**Clock network drawn from the DEF**

Scale: 3 px per um.
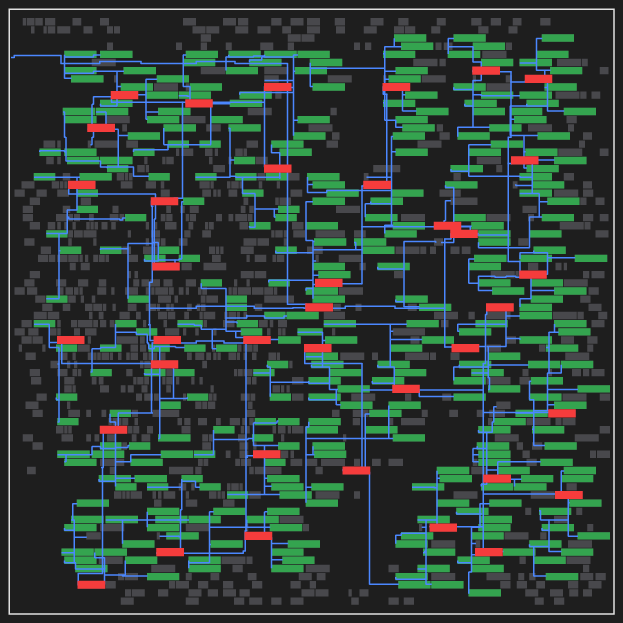
**Signal wires on met2**

Scale: 2 px per um. Cells faint in the background.
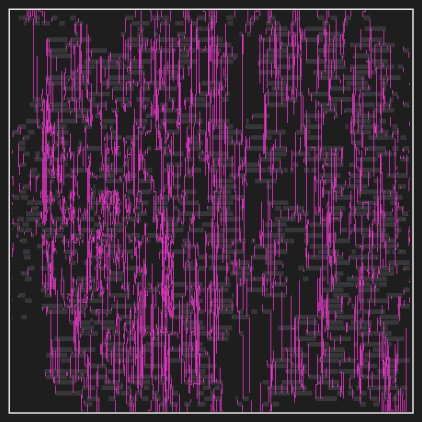
**Cell classes on the final placement**

Scale: 2 px per um. Fill, decap, tap and diode cells in grey.
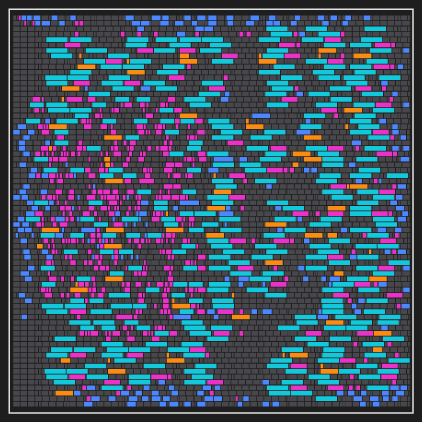
**Ports around the boundary**

Scale: 1.5 px per um. Pins as bars across the die edge, other pins in grey.
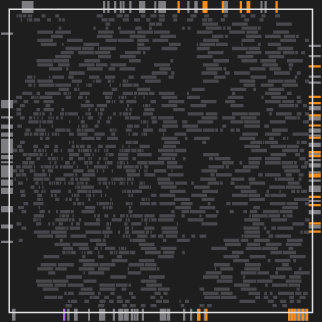
==> config.mk <==
export PLATFORM = sky130hd
export DESIGN_NAME = fetch_unit
export DESIGN_NICKNAME = d
export VERILOG_FILES = /design/src/rtl/fetch_unit.sv
export SDC_FILE = /design/constraint.sdc
export NUM_CORES = 1
export LEC_CHECK = 0
export CORE_UTILIZATION = 33
export DETAILED_ROUTE_END_ITERATION = 10
export GPL_TIMING_DRIVEN = 0
export PLACE_DENSITY_LB_ADDON = 0.1
export RECOVER_POWER = 100
export SLEW_MARGIN = 20
export SYNTH_ARGS = -nofsm -noshare
export SYNTH_HDL_FRONTEND = slang
export SYNTH_SLANG_ARGS = --single-unit
==> constraint.sdc <==
create_clock -name clk_i -period 3.5 [get_ports clk_i]
set_input_delay 1.05 -clock clk_i [delete_from_list [all_inputs] [get_ports clk_i]]
set_output_delay 1.05 -clock clk_i [all_outputs]
set_load 0.01 [all_outputs]
==> flow_summary.yaml <==
# implementation run metrics
status:
  outcome: "finished clean"
critical_path:
  crit_slowest_cell: "sky130_fd_sc_hd__mux4_2"
  critPathMaxFanout: 6
  r2r_setup_slack_ns: 0.95
  critPathArrivalTime_ns: 2.37
  worstSetupStartpointType: "flip-flop"
  timing.critical_path.slowest_cell_delay_ns: 0.48
  worst-endpoint-required_ns: 2.45
  timing.critical_path.to_type: "primary output"
  worst-setup-path-type: "flip-flop to primary output"
logic_synthesis:
  yosys-mux-area-fraction: 0.131
  ys_sh_simple: 0.0947
  synth.comb.largest_family: "multiplexers"
  synthXorXnorAreaFrac: 0.0201
  largest_area_cell: "sky130_fd_sc_hd__edfxtp_1"
  synth.top_cell.area_share: 0.569
  syn_area_sq_mm: 0.0131
  area_leaders: "sky130_fd_sc_hd__edfxtp_1, sky130_fd_sc_hd__dfxtp_1, sky130_fd_sc_hd__mux4_2"
  ff_latch_count_synth: 319
cells_and_area:
  area_share_nonclk_buffers: 0.133
  top_layout_cell: "sky130_fd_sc_hd__edfxtp_1"
  antennaDiodeCount: 0
  flop_area_sq_mm: 0.00888
  number_of_nets_at_the_end_of_the_flow: 1140
  buffers_excl_clock: 229
  final_cells: 1609
  largest_cell_class: "flip-flops and latches"
drt:
  detail-route-antenna-nets: 0
pwr:
  peak_supply_drop_v: 0.000275
  largestPowerGroup: "sequential cells"
  power.combinational.fraction: 0.062
  power_in_combinational_cells_w: 0.000526
clocking:
  root_buffer: "sky130_fd_sc_hd__clkbuf_16"
  cts_hold_buffers: 0
timing:
  finalCritPeriodShare: 0.976
  fin_ws_ns: 0.0843
  max-slew-margin-rel: 0.517
floorplanning:
  fp.dieArea_sq_mm: 0.0404
  ioPinCount: 168
global_routing:
  first_global_vias: 7797
  grt_antenna_before_repair: 0
min_path:
  min_delay_path_class: "flip-flop to flip-flop"
flow_run:
  timing.max_cap.violations: 0
place:
  dp_cells: 1530
## Picture notes: 'clock network drawn from the DEF'
[green] flip-flops | count: 319
[red] clock drivers | count: 37
[blue] clock wires | length: 4310 um
flops lie	all over the die
clock latency on the worst-skew pair: 0.53 ns
P_clk: 0.00375 W
worst clock skew: 0.0266 ns
fraction of power consumed by the clock network: 0.442

## Picture notes: 'signal wires on met2'
longest straight run	87.4 um
wire length on this layer	15400 um
nets with wire on the layer	952
share of all routed wire	47%
main direction	vertical
drt total wl: 32600 um
total via count in the routed design: 7693
met2 capacity usage during global routing: 0.261

## Picture notes: 'cell classes on the final placement'
colour	class	cells
blue	remaining buffers and delay cells	229
orange	clock drivers and dummy loads	68
magenta	combinational and other logic	475
cyan	sequential cells	319
Post-Route Utilization: 0.436
register fraction of the total cell area: 0.523
core outline area: 0.0389 sq mm
Layout Cell Area excl Fill: 0.0170 sq mm
Std-Cell Rows: 72

## Picture notes: 'ports around the boundary'
colour	port	pins	direction	edge
purple	valid_o	1	output	bottom
orange	imem_instr_i	32	input	14 right, 9 bottom, 9 top
all pins by edge	48 bottom, 41 top, 41 right, 38 left
Port Buffers: 160
width of the die: 201 um
die height: 201 um

==> logic make-up (layout without fill, tap and decap cells) <==
kind of cell               after synthesis  count (layout)
AOI/OAI and AO/OA                       97              97
and+or+nand+nor                        235             235
buffers and inverters                   65             308
adders and majority gates                8               8
xor gates and xnor gates                30              30
other                                    1               4
DFF                                    319             319
muxes                                   90              90
==> repair_timing <==
action | in CTS | in global routing
resized | 108 | 52
setup buffers | 5 | 9
endpoints found under the setup margin | 90 | 51
endpoints found under the hold margin | 0 | 0
==> per-layer routing <==
layer  routed length (um)  global-route usage  part of all wire
met1                15300               0.228              0.47
met2                15400               0.261              0.47
met3                 1300              0.0293             0.040
met4                  596              0.0447             0.018
met5                    0                   0                 0
Power is estimated from default activity; no workload was simulated.
